### src/rtl/onehot_dec_pkg.sv
// Shared types and helpers for the one-hot select/strobe generator.
// No state. Purely combinational helpers, so there is no latency and no backpressure.
package onehot_dec_pkg;

    typedef enum logic [1:0] {
        IDLE   = 2'd0,
        DIRECT = 2'd1,
        SCAN   = 2'd2
    } state_e;

    localparam int HOLD_W    = 8;
    localparam int SEL_W_MAX = 8;
    localparam int OH_W_MAX  = 1 << SEL_W_MAX;

    // Callers truncate the result to 2^N bits with a size cast.
    function automatic logic [OH_W_MAX-1:0] onehot(input logic [SEL_W_MAX-1:0] sel);
        logic [OH_W_MAX-1:0] v;
        v      = '0;
        v[sel] = 1'b1;
        return v;
    endfunction

endpackage

### src/rtl/scan_counter.sv
// Dwell counter for scan mode: strobes step every HOLD cycles while run is high, and wrap on the last line.
// step/wrap are combinational off the counter flop. There is no backpressure, and dropping run clears the dwell.
module scan_counter
    import onehot_dec_pkg::*;
#(
    parameter int N    = 3,
    parameter int HOLD = 1
) (
    input  logic         clk,
    input  logic         rst,
    input  logic         run,
    input  logic [N-1:0] idx,
    output logic         step,
    output logic         wrap,
    output logic [N-1:0] idx_nxt
);

    localparam logic [HOLD_W-1:0] LAST = HOLD_W'(HOLD - 1);

    logic [HOLD_W-1:0] cnt_q;
    logic [HOLD_W-1:0] cnt_d;
    logic              at_end;

    always_comb begin
        at_end  = (cnt_q == LAST);
        step    = run & at_end;
        wrap    = step & (idx == {N{1'b1}});
        idx_nxt = idx + N'(1);
        // Any cycle that is not a continuing scan leaves the count at zero, so scan entry starts a fresh dwell.
        if (!run || at_end) begin
            cnt_d = '0;
        end else begin
            cnt_d = cnt_q + HOLD_W'(1);
        end
    end

    always_ff @(posedge clk) begin
        if (rst) begin
            cnt_q <= '0;
        end else begin
            cnt_q <= cnt_d;
        end
    end

endmodule

### src/rtl/onehot_decoder_scan.sv
// Registered N-to-2^N one-hot decoder that has a direct load mode and an autonomous scan mode.
// The output updates one cycle after the inputs. There is no backpressure, and en=0 blanks the output on the next edge.
module onehot_decoder_scan
    import onehot_dec_pkg::*;
#(
    parameter int N    = 3,
    parameter int HOLD = 1
) (
    input  logic            clk,
    input  logic            rst,
    input  logic            en,
    input  logic            mode,
    input  logic            load,
    input  logic [N-1:0]    sel,
    output logic [2**N-1:0] y,
    output logic [N-1:0]    idx,
    output logic            valid,
    output logic            wrap
);

    localparam int OUT_W = 2**N;

    state_e           state_q, state_d;
    logic [OUT_W-1:0] y_q, y_d;
    logic [N-1:0]     idx_q, idx_d;
    logic             valid_q, valid_d;
    logic             wrap_q, wrap_d;

    logic             scan_run;
    logic             scan_step;
    logic             scan_wrap;
    logic [N-1:0]     scan_idx_nxt;

    // The counter advances only while the scan is going to continue past this edge.
    assign scan_run = (state_q == SCAN) & en & mode;

    scan_counter #(
        .N    (N),
        .HOLD (HOLD)
    ) u_scan_counter (
        .clk     (clk),
        .rst     (rst),
        .run     (scan_run),
        .idx     (idx_q),
        .step    (scan_step),
        .wrap    (scan_wrap),
        .idx_nxt (scan_idx_nxt)
    );

    always_comb begin
        state_d = state_q;
        idx_d   = idx_q;
        valid_d = valid_q;
        wrap_d  = 1'b0;

        if (!en) begin
            state_d = IDLE;
            valid_d = 1'b0;
        end else begin
            unique case (state_q)
                IDLE, DIRECT: begin
                    if (mode) begin
                        state_d = SCAN;
                        idx_d   = '0;
                        valid_d = 1'b1;
                    end else if (load) begin
                        state_d = DIRECT;
                        idx_d   = sel;
                        valid_d = 1'b1;
                    end
                end
                SCAN: begin
                    if (!mode) begin
                        state_d = DIRECT;
                    end else if (scan_step) begin
                        idx_d  = scan_idx_nxt;
                        wrap_d = scan_wrap;
                    end
                end
                default: begin
                    state_d = IDLE;
                    valid_d = 1'b0;
                end
            endcase
        end

        // y is derived from idx and valid, so it can never carry more than one set bit.
        y_d = valid_d ? OUT_W'(onehot(SEL_W_MAX'(idx_d))) : '0;
    end

    always_ff @(posedge clk) begin
        if (rst) begin
            state_q <= IDLE;
            y_q     <= '0;
            idx_q   <= '0;
            valid_q <= 1'b0;
            wrap_q  <= 1'b0;
        end else begin
            state_q <= state_d;
            y_q     <= y_d;
            idx_q   <= idx_d;
            valid_q <= valid_d;
            wrap_q  <= wrap_d;
        end
    end

    assign y     = y_q;
    assign idx   = idx_q;
    assign valid = valid_q;
    assign wrap  = wrap_q;

endmodule

### config.mk
export PLATFORM = sky130hd
export DESIGN_NAME = onehot_decoder_scan
export DESIGN_NICKNAME = d
export VERILOG_FILES = /design/src/rtl/onehot_dec_pkg.sv /design/src/rtl/scan_counter.sv /design/src/rtl/onehot_decoder_scan.sv
export SDC_FILE = /design/constraint.sdc
export NUM_CORES = 1
export LEC_CHECK = 0
export ABC_AREA = 0
export CORE_UTILIZATION = 44
export CTS_BUF_LIST = sky130_fd_sc_hd__clkbuf_16
export CTS_CLUSTER_DIAMETER = 120
export DETAILED_ROUTE_END_ITERATION = 12
export PLACE_DENSITY = 0.71
export SETUP_SLACK_MARGIN = 0.02
export SYNTH_ARGS = -nofsm -noshare
export SYNTH_HDL_FRONTEND = slang
export SYNTH_SLANG_ARGS = --single-unit
### constraint.sdc
create_clock -name clk -period 2 [get_ports clk]
set_input_delay 0.4 -clock clk [delete_from_list [all_inputs] [get_ports clk]]
set_output_delay 0.4 -clock clk [all_outputs]
set_load 0.02 [all_outputs]
Fig. 1: run 1, signal wires on met1
(8 px per um)
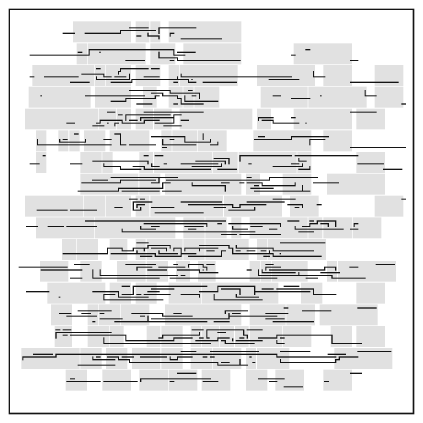
share of all routed wire = 47%
main direction = horizontal
wire length on this layer = 1170 um
nets with wire on the layer = 145
longest straight run = 27.6 um
global-route track usage on met1: 0.234
overall via count from detail_route: 946
Routed Wire Length: 2480 um

Fig. 2: run 1, met2 routing
(10 px per um)
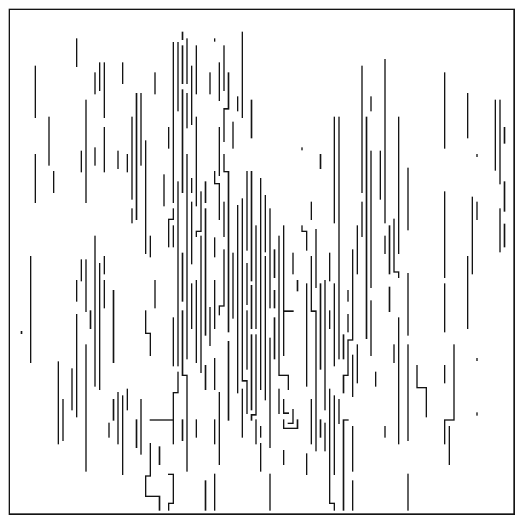
main direction = vertical
wire length on this layer = 1240 um
longest straight run = 24.1 um
global routing met2 resource utilization: 0.342

Fig. 3: run 1, met3 routing
(6 px per um)
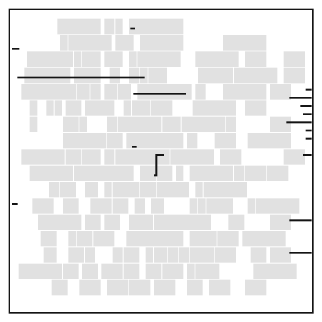
longest straight run = 20.9 um
nets with wire on the layer = 14
share of all routed wire = 2.3%
wire length on this layer = 56.5 um
met3 track utilization from global routing: 0.0515

Fig. 4: run 1, routing congestion map
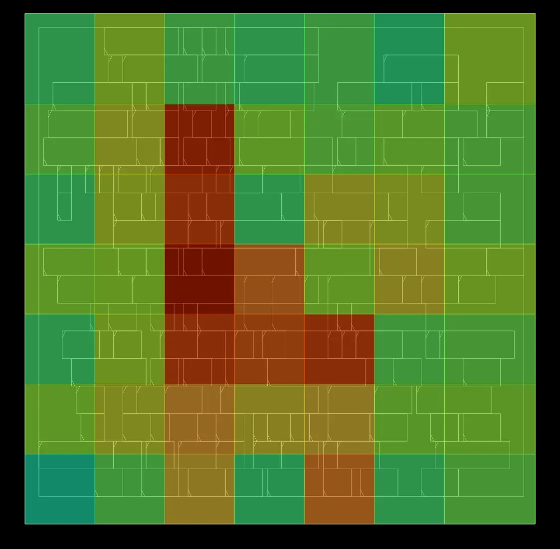
WL/cell: 14.4 um
post-layout utilization of the core: 0.716

## run 1: kinds of logic after synthesis
group	Yosys count
AND-OR/OR-AND	14
XOR/XNOR	6
adder cells (fa/ha/maj)	4
buffers and inverters	11
flip-flops	23
multiplexers	3
AND/OR/NAND/NOR	47
## run 1: final timing paths
check,from,to,cells after the start
worst max-delay path,u_scan_counter.cnt_q[0],y[7],6
worst max register to register,u_scan_counter.cnt_q[0],y[7],6
worst min register to register,u_scan_counter.cnt_q[0],u_scan_counter.cnt_q[0],2
worst min-delay path,u_scan_counter.cnt_q[0],u_scan_counter.cnt_q[0],2
## run 1: cell type report
type	instances	area, um^2
multi-input cells	74	656
fillers	171	628
flip-flops and latches	23	463
repair buffers	37	328
clock buffers	3	75.1
well taps	28	35.0
inverters	6	22.5
clock inverters	1	5.00
## run 1: sequential cells by signal, indices dropped and copies added (netlist names)
name                  flops
u_scan_counter.cnt_q      8
y                         8
idx                       3
state_q                   2
valid                     1
wrap                      1
## run 1: what timing repair did
action | CTS | global route
endpoints found under the hold margin | 0 | 0
pin swaps | 1 | 3
buffers inserted | 0 | 0
endpoints found under the setup margin | 8 | 8
gates resized | 5 | 15
## run 1: critical path: stages, from the launching register on
cell	delay, ns
sky130_fd_sc_hd__dfxtp_2	0.32
sky130_fd_sc_hd__inv_2	0.06
sky130_fd_sc_hd__ha_4	0.11
sky130_fd_sc_hd__or4b_4	0.50
sky130_fd_sc_hd__or3_4	0.42
sky130_fd_sc_hd__o221a_4	0.31
sky130_fd_sc_hd__nor3_2	0.18
## run 1: per-layer routing
metal,vias up,global-route usage,part of all wire,wire length (um)
met5,-,0,0,0
met4,0,0.0648,0.0097,24
met3,5,0.0515,0.023,56
met2,17,0.342,0.50,1240
met1,466,0.234,0.47,1170
li1,458,-,-,-
==> results.sh, run 1 <==
# implementation run metrics
export IMPL_synth_xor_xnor_area_share=0.0511
export IMPL_grt_max_degree=14
export IMPL_grt_overflow_total=0
export IMPL_clock_sink_count=23
export IMPL_ff2ff_setup_slack_ns=0.02
export IMPL_die_width_um=50.3
export IMPL_n_antenna_cell=0
export IMPL_skew_ns=0.00656
export IMPL_core_rowCount=17
export IMPL_critical_path_class="flip-flop to flip-flop"
export IMPL_place_area_um2=1390
export IMPL_antenna_found_initial=0
export IMPL_ys_seq_elements=23
export IMPL_cts_tree="done"
export IMPL_layout_top_cell="sky130_fd_sc_hd__dfxtp_1"
export IMPL_max_freq_mhz=506
export IMPL_area_leaders="sky130_fd_sc_hd__dfxtp_1 (45%), sky130_fd_sc_hd__ha_1 (4.9%), sky130_fd_sc_hd__nor3_1 (4.9%)"
export IMPL_timing_final_hold_violations=0
export IMPL_top_cell="sky130_fd_sc_hd__dfxtp_1"
export IMPL_worst_hold_path_type="flip-flop to flip-flop"
export IMPL_path_clk_slew_ns=0.06
export IMPL_crit_path_max_fanout=6
export IMPL_finalWeightedCongestion=0.832
export IMPL_power_density_cell_area_nw_per_um2=641
export IMPL_synth_cell_types=35
export IMPL_cap_violations=0
export IMPL_placeableCoreArea_um2=2210
export IMPL_grt_total_usage=0.197
export IMPL_netlist_instances=108
export IMPL_die_h_um=50.3
export IMPL_synthesized_cell_area_um2=1030
export IMPL_final_cells=172
export IMPL_areaGrowthSynthToFinish_pct=54.0
export IMPL_final_antenna_net_count=0
export IMPL_crit_path_start_kind="flip-flop"
export IMPL_place_detailed_instances=168
export IMPL_timing_setup_tns_ns=0
export IMPL_post_synth_top_area_fraction=0.448
export IMPL_setup_repair_after_global_routing_missed_its_margin="true"
export IMPL_cts_root_buffer_cell="sky130_fd_sc_hd__clkbuf_16"
export IMPL_power_clock_fraction=0.428
export IMPL_place_ws_ns=-0.251
export IMPL_crit_path_end_kind="flip-flop"
export IMPL_tool_warnings=29
export IMPL_switching_power_mw=0.225
export IMPL_cts_h_tree_depth=1
export IMPL_drt_pass1_iterations=4
export IMPL_post_synth_mux_area_share=0.0316
export IMPL_detailedPlacementHpwl_um=1670
export IMPL_synth_adder_area_share=0.0487
export IMPL_post_synth_and_or_nand_nor_area_fraction=0.246
export IMPL_grt_pass1_wl_um=3790
export IMPL_first_global_vias=921
export IMPL_io_buffers=20
export IMPL_p_int_mw=0.790
export IMPL_die_area_um2=2530
export IMPL_critical_path_arrival_ns=2.16
export IMPL_fp_util=0.465
export IMPL_clock_path_buffers=2
export IMPL_layout_min_cycle_time_ns=1.98
export IMPL_synth_yosys_chip_area_um2=1030
export IMPL_synth_seq_share=0.448
export IMPL_initialDrtViolationCount=18
export IMPL_run_status="finished clean"
export IMPL_share_of_cells_above_drive_strength_1=0.313
export IMPL_net_count_of_the_finished_layout=157
export IMPL_final_period_utilization=0.988
export IMPL_boundaryPins=21
export IMPL_relative_max_transition_margin=0.703
export IMPL_finalSetupViolations=0
export IMPL_hold_slack_ns=0.537
export IMPL_cts_made_buffers=3
export IMPL_fp_nets=120
export IMPL_design_power_mw=1.02
export IMPL_clockNetworkPower_mw=0.434
export IMPL_synth_yosys_num_cells=108
export IMPL_netSwitchingFraction=0.222
export IMPL_clk_latency_ns=0.26
export IMPL_enable_flop_cells=0
export IMPL_cp_data_required_time_ns=2.18
export IMPL_vias_per_cell=5.50
export IMPL_highest_power_group="sequential cells"
export IMPL_comb_power_share=0.107
export IMPL_combinational_power_mw=0.109
export IMPL_ir_worst_vdd_v=0.000508
export IMPL_yosys_area_share_aoi=0.133
export IMPL_finalMaxSlewViolations=0
export IMPL_synth_area_per_cell_um2=9.52
export IMPL_remaining_drc_errors=0
export IMPL_top_area_cell="sky130_fd_sc_hd__dfxtp_1"
export IMPL_finalInstanceArea_um2=1580
export IMPL_ys_top_logic_family="simple AND/OR/NAND/NOR gates"
export IMPL_ys_warn_count=0
export IMPL_dominant_register_cell_in_the_synthesized_netlist="sky130_fd_sc_hd__dfxtp_1"
export IMPL_mostFrequentLayoutCells="sky130_fd_sc_hd__dfxtp_1 (21), sky130_fd_sc_hd__clkdlybuf4s50_1 (20), sky130_fd_sc_hd__buf_4 (17)"
export IMPL_worst_slew_pin_slew_ns=0.441
export IMPL_p_seq_mw=0.472
export IMPL_ctsHoldBuffers=0
export IMPL_share_seq_of_total_power=0.465
export IMPL_finalWorstSetupSlack_ns=0.0237
export IMPL_leakagePower_nw=0.598
export IMPL_synth_cells_most_frequent="sky130_fd_sc_hd__dfxtp_1 (23), sky130_fd_sc_hd__nor2_1 (12), sky130_fd_sc_hd__nor3_1 (10)"
export IMPL_synth_async_sr_flop_share=0
Fig. 5: run 1, ports around the boundary
(10 px per um) Pins as bars across the die edge, other pins in grey.
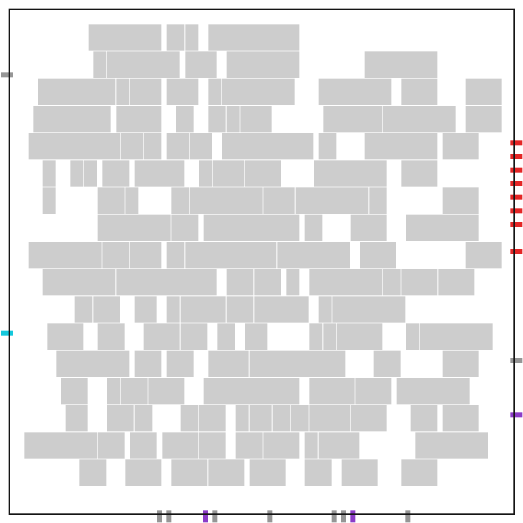

==> inputs of run 2 (changes only) <==
CORE_UTILIZATION = 53   (was 44)
PLACE_DENSITY = 0.8   (was 0.71)
clock period = 2.3 ns   (was 2 ns; I/O delays follow)
Fig. 6: run 2, ports around the boundary
(10 px per um) Pins as bars across the die edge, other pins in grey.
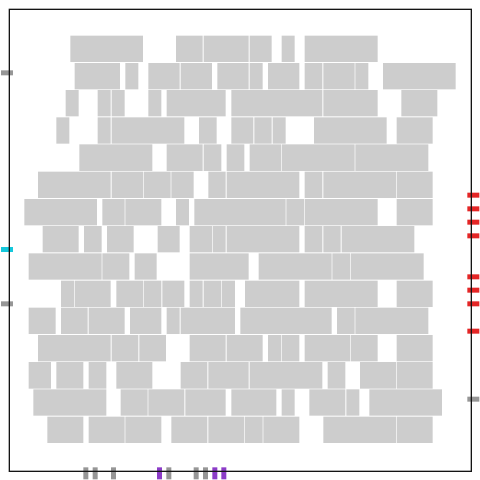
valid -> cyan  # pins 1, direction output, edge west
idx -> purple  # pins 3, direction output, edge south
y -> red  # pins 8, direction output, edge east
all pins by edge = 9 south, 9 east, 3 west
die height: 46.1 um
die boundary width: 46.1 um
port buffer count: 20

==> run 2 against run 1 <==
Net effect:
- core utilization grew 7.8 points
- register-to-register slack gained 0.08 ns
- global-route usage grew 4.3 points
- combinational power shrank 28%
- sequential cell count is the same
- setup slack gained 0.083 ns
- worst hold slack lost 0.027 ns
- largest power group unchanged
==> results.sh, run 2 <==
# implementation run metrics
export IMPL_relative_max_transition_margin=0.607
export IMPL_finalSetupViolations=0
export IMPL_first_global_vias=849
export IMPL_grt_max_degree=14
export IMPL_initialDrtViolationCount=26
export IMPL_fp_nets=120
export IMPL_synthesized_cell_area_um2=1030
export IMPL_place_ws_ns=0.0450
export IMPL_critical_path_class="flip-flop to flip-flop"
export IMPL_final_antenna_net_count=0
export IMPL_max_freq_mhz=456
export IMPL_tool_warnings=27
export IMPL_cp_num_buf_inv=1
export IMPL_clk_latency_ns=0.25
export IMPL_die_area_um2=2120
export IMPL_cts_root_buffer_cell="sky130_fd_sc_hd__clkbuf_16"
export IMPL_crit_path_top_delay_cell="sky130_fd_sc_hd__or3_1"
export IMPL_setup_repair_after_global_routing_missed_its_margin="false"
export IMPL_enable_flop_cells=0
export IMPL_post_drt_wl_per_cell_um=15.3
export IMPL_layout_top_cell="sky130_fd_sc_hd__dfxtp_1"
export IMPL_finalWeightedCongestion=0.823
export IMPL_post_synth_top_area_fraction=0.448
export IMPL_synth_area_per_cell_um2=9.52
export IMPL_net_count_of_the_finished_layout=146
export IMPL_dominant_register_cell_in_the_synthesized_netlist="sky130_fd_sc_hd__dfxtp_1"
export IMPL_cp_data_required_time_ns=2.47
export IMPL_clock_path_buffers=2
export IMPL_remaining_drc_errors=0
export IMPL_synth_seq_share=0.448
export IMPL_critical_path_arrival_ns=2.37
export IMPL_boundaryPins=21
export IMPL_n_antenna_cell=0
export IMPL_drt_pass1_iterations=4
export IMPL_core_rowCount=15
export IMPL_fp_util=0.583
export IMPL_antenna_found_initial=0
export IMPL_worst_hold_path_type="flip-flop to flip-flop"
export IMPL_finalInstanceArea_um2=1400
export IMPL_place_area_um2=1280
export IMPL_place_detailed_instances=154
export IMPL_ir_worst_vdd_v=0.000415
export IMPL_clock_sink_count=23
export IMPL_finalCoreUtilization=0.794
export IMPL_critical_path_top_delay_family="simple AND/OR/NAND/NOR gates"
export IMPL_final_period_utilization=0.954
export IMPL_final_cells=158
export IMPL_design_power_mw=0.857
export IMPL_crit_path_max_fanout=6
export IMPL_synth_cell_types=35
export IMPL_share_of_cells_above_drive_strength_1=0.165
export IMPL_crit_path_end_kind="flip-flop"
export IMPL_top_area_cell="sky130_fd_sc_hd__dfxtp_1"
export IMPL_finalMaxSlewViolations=0
export IMPL_timing_setup_tns_ns=0
export IMPL_run_status="finished clean"
export IMPL_ys_warn_count=0
export IMPL_synth_yosys_chip_area_um2=1030
export IMPL_hold_slack_ns=0.510
export IMPL_timing_final_hold_violations=0
export IMPL_cts_setup_buffers=0
export IMPL_vias_per_cell=5.77
export IMPL_netlist_instances=108
export IMPL_ys_seq_elements=23
export IMPL_synth_cells_most_frequent="sky130_fd_sc_hd__dfxtp_1 (23), sky130_fd_sc_hd__nor2_1 (12), sky130_fd_sc_hd__nor3_1 (10)"
export IMPL_finalWorstSetupSlack_ns=0.107
export IMPL_grt_pass1_wl_um=3640
export IMPL_mostFrequentLayoutCells="sky130_fd_sc_hd__dfxtp_1 (23), sky130_fd_sc_hd__clkdlybuf4s50_1 (20), sky130_fd_sc_hd__nor2_1 (12)"
export IMPL_top_cell="sky130_fd_sc_hd__dfxtp_1"
export IMPL_cts_made_buffers=3
export IMPL_synth_yosys_num_cells=108
export IMPL_path_clk_slew_ns=0.06
export IMPL_placeableCoreArea_um2=1760
export IMPL_cap_violations=0
export IMPL_worst_slew_pin_slew_ns=0.586
export IMPL_areaGrowthSynthToFinish_pct=36.3
export IMPL_cts_tree="done"
export IMPL_critical_path_cell_chain="inv_1 -> ha_1 -> or4b_1 -> or3_1 -> o221a_4 -> nor3_1"
export IMPL_grt_total_usage=0.240
export IMPL_area_leaders="sky130_fd_sc_hd__dfxtp_1 (45%), sky130_fd_sc_hd__ha_1 (4.9%), sky130_fd_sc_hd__nor3_1 (4.9%)"
export IMPL_skew_ns=0.00158
export IMPL_detailedPlacementHpwl_um=1620
export IMPL_grt_overflow_total=0
export IMPL_cts_h_tree_depth=1
export IMPL_leakagePower_nw=0.517
export IMPL_worst_stage_delay_on_the_critical_path_ns=0.54
export IMPL_synth_async_sr_flop_share=0
export IMPL_layout_min_cycle_time_ns=2.19
export IMPL_power_density_cell_area_nw_per_um2=611
export IMPL_ctsHoldBuffers=0
export IMPL_crit_path_start_kind="flip-flop"
Fig. 7: run 2, signal wires on met1
(8 px per um)
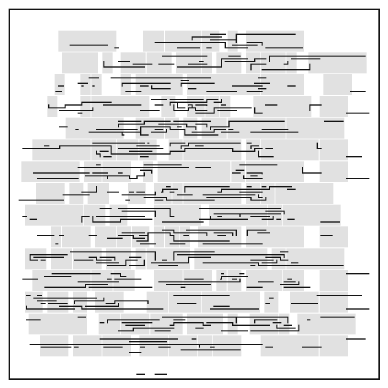
Routed Wire Length: 2420 um
overall via count from detail_route: 911
global-route track usage on met1: 0.289

## run 2: per-layer routing
metal  up-vias  track usage  part of all wire
li1        440            -                 -
met1       433        0.289              0.43
met2        32        0.417              0.51
met3         6       0.0314             0.038
met4         0        0.112             0.015
met5         -            0                 0
## run 2: kinds of logic (layout without fill, tap and decap cells)
group	after synthesis	in the layout	synth area share
and+or+nand+nor	47	47	0.246
AOI/OAI and AO/OA	14	14	0.133
muxes	3	3	0.0316
xor gates and xnor gates	6	6	0.0511
buffers and inverters	11	36	0.0426
adders and majority gates	4	4	0.0487
DFF	23	23	0.448
## run 2: area by class of cell
| cell class | count | area, um^2 |
|---|---|---|
| Clock inverter | 1 | 5.00 |
| Inverter | 6 | 22.5 |
| Clock buffer | 3 | 75.1 |
| Multi-Input combinational cell | 74 | 562 |
| Sequential cell | 23 | 460 |
| Tap cell | 25 | 31.3 |
| Timing Repair Buffer | 26 | 245 |
| Fill cell | 138 | 363 |
## run 2: worst paths after layout
kind,slack [ns],start,endpoint,cells after the start
worst min-delay path,0.51,u_scan_counter.cnt_q[0],u_scan_counter.cnt_q[0],1
worst max-delay path,0.11,u_scan_counter.cnt_q[0],y[3],6
worst min register to register,0.51,u_scan_counter.cnt_q[0],u_scan_counter.cnt_q[0],1
worst max register to register,0.11,u_scan_counter.cnt_q[0],y[3],6
## run 2: what timing repair did
item,CTS,global route
gates resized,1,5
gates cloned,0,0
endpoints found under the setup margin,1,6
## run 2: where the power goes
| group | total, mW | leakage, nW | switching [mW] | internal [mW] |
|---|---|---|---|---|
| combinational | 0.0786 | 0.291 | 0.0392 | 0.0393 |
| sequential | 0.410 | 0.186 | 0.00554 | 0.404 |
| clock | 0.368 | 0.0409 | 0.135 | 0.233 |
| total | 0.857 | 0.517 | 0.180 | 0.677 |
Fig. 8: run 2, routing congestion map
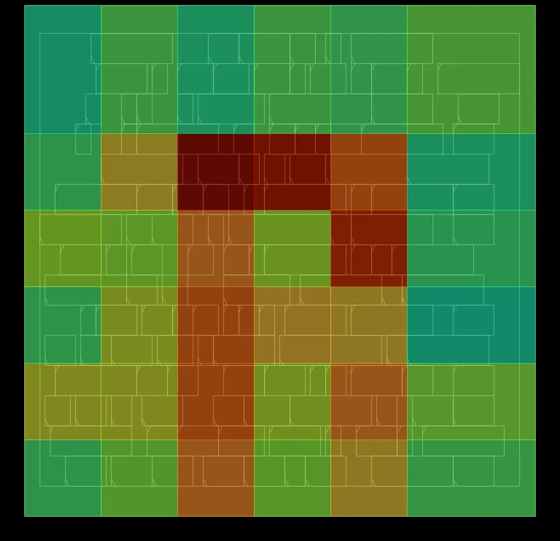

==> inputs of run 3 (changes only) <==
CAP_MARGIN = 20   (was unset)
CORE_ASPECT_RATIO = 0.75   (was unset)
Fig. 9: run 3, routing congestion map
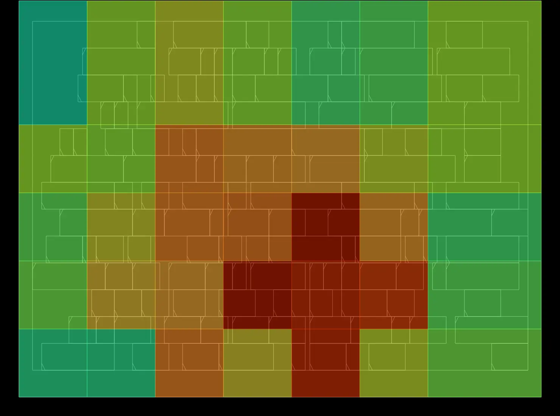
GRT Util Overall: 0.270
met3 track utilization from global routing: 0.0985
post-layout utilization of the core: 0.797

Fig. 10: run 3, met2 routing
(10 px per um)
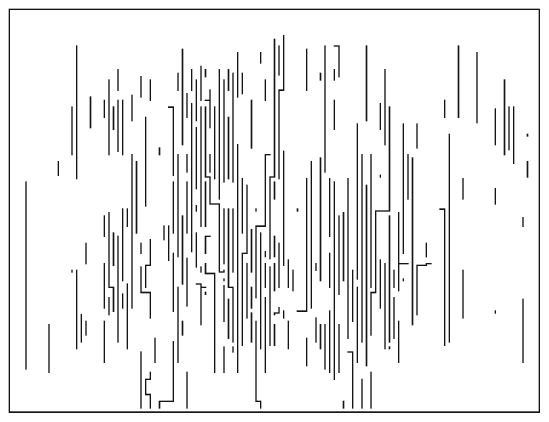
main direction = vertical
nets with wire on the layer = 127
longest straight run = 22.8 um
share of all routed wire = 45%
wire length on this layer = 1130 um
global routing met2 resource utilization: 0.459
Routed Wire Length: 2520 um

==> run 3 against run 2 <==
Net effect:
- core utilization rose by 0.24 points
- clock skew increased by 0.00078 ns
- worst hold slack better by 0.022 ns
- critical path depth is 1 higher
- global-route usage rose by 3.0 points
- register-to-register slack got worse by 0.04 ns
- final area increased by 0.80%
- combinational power is 0.8% lower
- critical endpoint is now y[0]
==> results.sh, run 3 <==
# implementation run metrics
export IMPL_run_status="finished clean"
export IMPL_dr_total_vias=906
export IMPL_core_rowCount=13
export IMPL_crit_path_end_kind="flip-flop"
export IMPL_enable_flop_cells=0
export IMPL_remaining_drc_errors=0
export IMPL_multiInputGateArea_um2=577
export IMPL_finalWorstSetupSlack_ns=0.0690
export IMPL_detailedPlacementHpwl_um=1760
export IMPL_placeableCoreArea_um2=1770
export IMPL_place_area_um2=1280
export IMPL_final_cells=155
export IMPL_grt_pass1_wl_um=3820
export IMPL_worst_stage_delay_on_the_critical_path_ns=0.51
export IMPL_tool_warnings=28
export IMPL_dominant_register_cell_in_the_synthesized_netlist="sky130_fd_sc_hd__dfxtp_1"
export IMPL_drt_pass1_iterations=4
export IMPL_layout_min_cycle_time_ns=2.23
export IMPL_timing_final_hold_violations=0
export IMPL_relative_max_transition_margin=0.629
export IMPL_die_h_um=40.2
export IMPL_worst_slew_pin_slew_ns=0.553
export IMPL_die_width_um=52.9
export IMPL_route_met2_wl_um=1130
export IMPL_synth_cell_types=35
export IMPL_antenna_found_initial=0
export IMPL_critical_path_class="flip-flop to flip-flop"
export IMPL_path_clk_slew_ns=0.06
export IMPL_synth_yosys_chip_area_um2=1030
export IMPL_use_met1=0.286
export IMPL_synthesized_cell_area_um2=1030
export IMPL_global_route_peak_usage_layer="met2"
export IMPL_vias_per_cell=5.85
export IMPL_cts_h_tree_depth=1
export IMPL_critPathLaunch="u_scan_counter.cnt_q[1]"
export IMPL_synth_yosys_num_cells=108
export IMPL_setup_repair_after_global_routing_missed_its_margin="true"
export IMPL_first_global_vias=864
export IMPL_clock_path_buffers=2
export IMPL_m1WireLength_um=1080
export IMPL_boundaryPins=21
export IMPL_synth_area_per_cell_um2=9.52
export IMPL_cp_data_required_time_ns=2.47
export IMPL_crit_path_top_delay_cell="sky130_fd_sc_hd__or4b_1"
export IMPL_beginning_of_the_worst_register_to_register_path="u_scan_counter.cnt_q[1]"
export IMPL_place_detailed_instances=151
export IMPL_die_area_um2=2120
export IMPL_post_drt_wl_per_cell_um=16.2
export IMPL_top_area_cell="sky130_fd_sc_hd__dfxtp_1"
export IMPL_grt_overflow_total=0
export IMPL_cts_setup_buffers=0
export IMPL_crit_path_max_fanout=5
export IMPL_synth_cells_most_frequent="sky130_fd_sc_hd__dfxtp_1 (23), sky130_fd_sc_hd__nor2_1 (12), sky130_fd_sc_hd__nor3_1 (10)"
export IMPL_share_of_cells_above_drive_strength_1=0.180
export IMPL_netlist_instances=108
export IMPL_synth_seq_share=0.448
export IMPL_skew_ns=0.00237
export IMPL_clock_sink_count=23
export IMPL_topRoutingLayerUsed="met4"
export IMPL_place_ws_ns=0.0111
export IMPL_ys_seq_elements=23
export IMPL_areaGrowthSynthToFinish_pct=37.3
export IMPL_net_count_of_the_finished_layout=146
export IMPL_finalSetupViolations=0
export IMPL_area_leaders="sky130_fd_sc_hd__dfxtp_1 (45%), sky130_fd_sc_hd__ha_1 (4.9%), sky130_fd_sc_hd__nor3_1 (4.9%)"
export IMPL_finalMaxSlewViolations=0
export IMPL_finalInstanceArea_um2=1410
export IMPL_leakagePower_nw=0.526
export IMPL_timing_setup_tns_ns=0
export IMPL_fp_nets=120
export IMPL_cap_violations=0
export IMPL_io_buffers=20
export IMPL_layout_top_cell="sky130_fd_sc_hd__dfxtp_1"
export IMPL_design_power_mw=0.855
export IMPL_ir_worst_vdd_v=0.000658
export IMPL_cts_made_buffers=3
export IMPL_critical_path_arrival_ns=2.40
export IMPL_crit_path_start_kind="flip-flop"
export IMPL_power_density_cell_area_nw_per_um2=605
export IMPL_cts_tree="done"
export IMPL_n_antenna_cell=0
export IMPL_hold_slack_ns=0.531
export IMPL_cts_root_buffer_cell="sky130_fd_sc_hd__clkbuf_16"
export IMPL_worst_hold_path_type="flip-flop to flip-flop"
export IMPL_final_antenna_net_count=0
export IMPL_fp_util=0.580
export IMPL_initialDrtViolationCount=28
export IMPL_clk_latency_ns=0.25
export IMPL_max_freq_mhz=448
export IMPL_critical_path_cell_chain="inv_1 -> ha_1 -> or4b_1 -> buf_4 -> o311ai_4 -> o2111ai_2 -> nor3_1"
export IMPL_grt_max_degree=14
export IMPL_post_synth_top_area_fraction=0.448
export IMPL_final_period_utilization=0.970
export IMPL_top_cell="sky130_fd_sc_hd__dfxtp_1"
export IMPL_fill_cells=101
export IMPL_layout_area_seq_um2=460
export IMPL_holdCritStartpoint="valid"
export IMPL_ys_warn_count=0
export IMPL_met3WireLength_um=170
export IMPL_finalWeightedCongestion=0.827
export IMPL_synth_async_sr_flop_share=0
export IMPL_mostFrequentLayoutCells="sky130_fd_sc_hd__dfxtp_1 (23), sky130_fd_sc_hd__clkdlybuf4s50_1 (20), sky130_fd_sc_hd__nor2_1 (12)"
run 3: cell counts after synthesis:
Identical to the previous run, type by type.
run 3: what timing repair did:
action,4_1_cts,5_1_grt
setup endpoints to repair,3,8
resized,2,6
hold buffers,0,0
pin swaps,0,1
run 3: logic make-up after synthesis:
| logic type | share of synthesized area |
|---|---|
| buffers and inverters | 0.0426 |
| and+or+nand+nor | 0.246 |
| DFF | 0.448 |
| adders and majority gates | 0.0487 |
| muxes | 0.0316 |
| AOI/OAI and AO/OA | 0.133 |
| xor gates and xnor gates | 0.0511 |
run 3: path summary, 6_finish.rpt:
kind,endpoint,slack (ns),depth (start not counted)
min,valid,0.53,2
min reg2reg,valid,0.53,2
max reg2reg,y[0],0.07,7
max,y[0],0.07,7
run 3: worst max-delay path: cells and delay by family, from the launching register on:
| kind | cells | cell delay [ns] |
|---|---|---|
| flops | 1 | 0.35 |
| buf+inv | 2 | 0.26 |
| compound gates | 2 | 0.59 |
| fa+ha+maj | 1 | 0.16 |
| simple gates | 2 | 0.77 |
run 3: area by class of cell:
| type | instances | share of cell area |
|---|---|---|
| flip-flops and latches | 23 | 0.326 |
| clock inverters | 1 | 0.00354 |
| inverters | 6 | 0.0159 |
| multi-input cells | 74 | 0.408 |
| well taps | 22 | 0.0195 |
| repair buffers | 26 | 0.174 |
| clock buffers | 3 | 0.0531 |
run 3: power breakdown:
part / switching [mW] / total, mW / internal [mW]
Sequential: 0.00587 / 0.410 / 0.404
Combinational: 0.0396 / 0.0780 / 0.0384
Clock: 0.133 / 0.367 / 0.233
Total: 0.179 / 0.855 / 0.676
Power figures rest on the tool's default switching activity, not on a simulated workload.
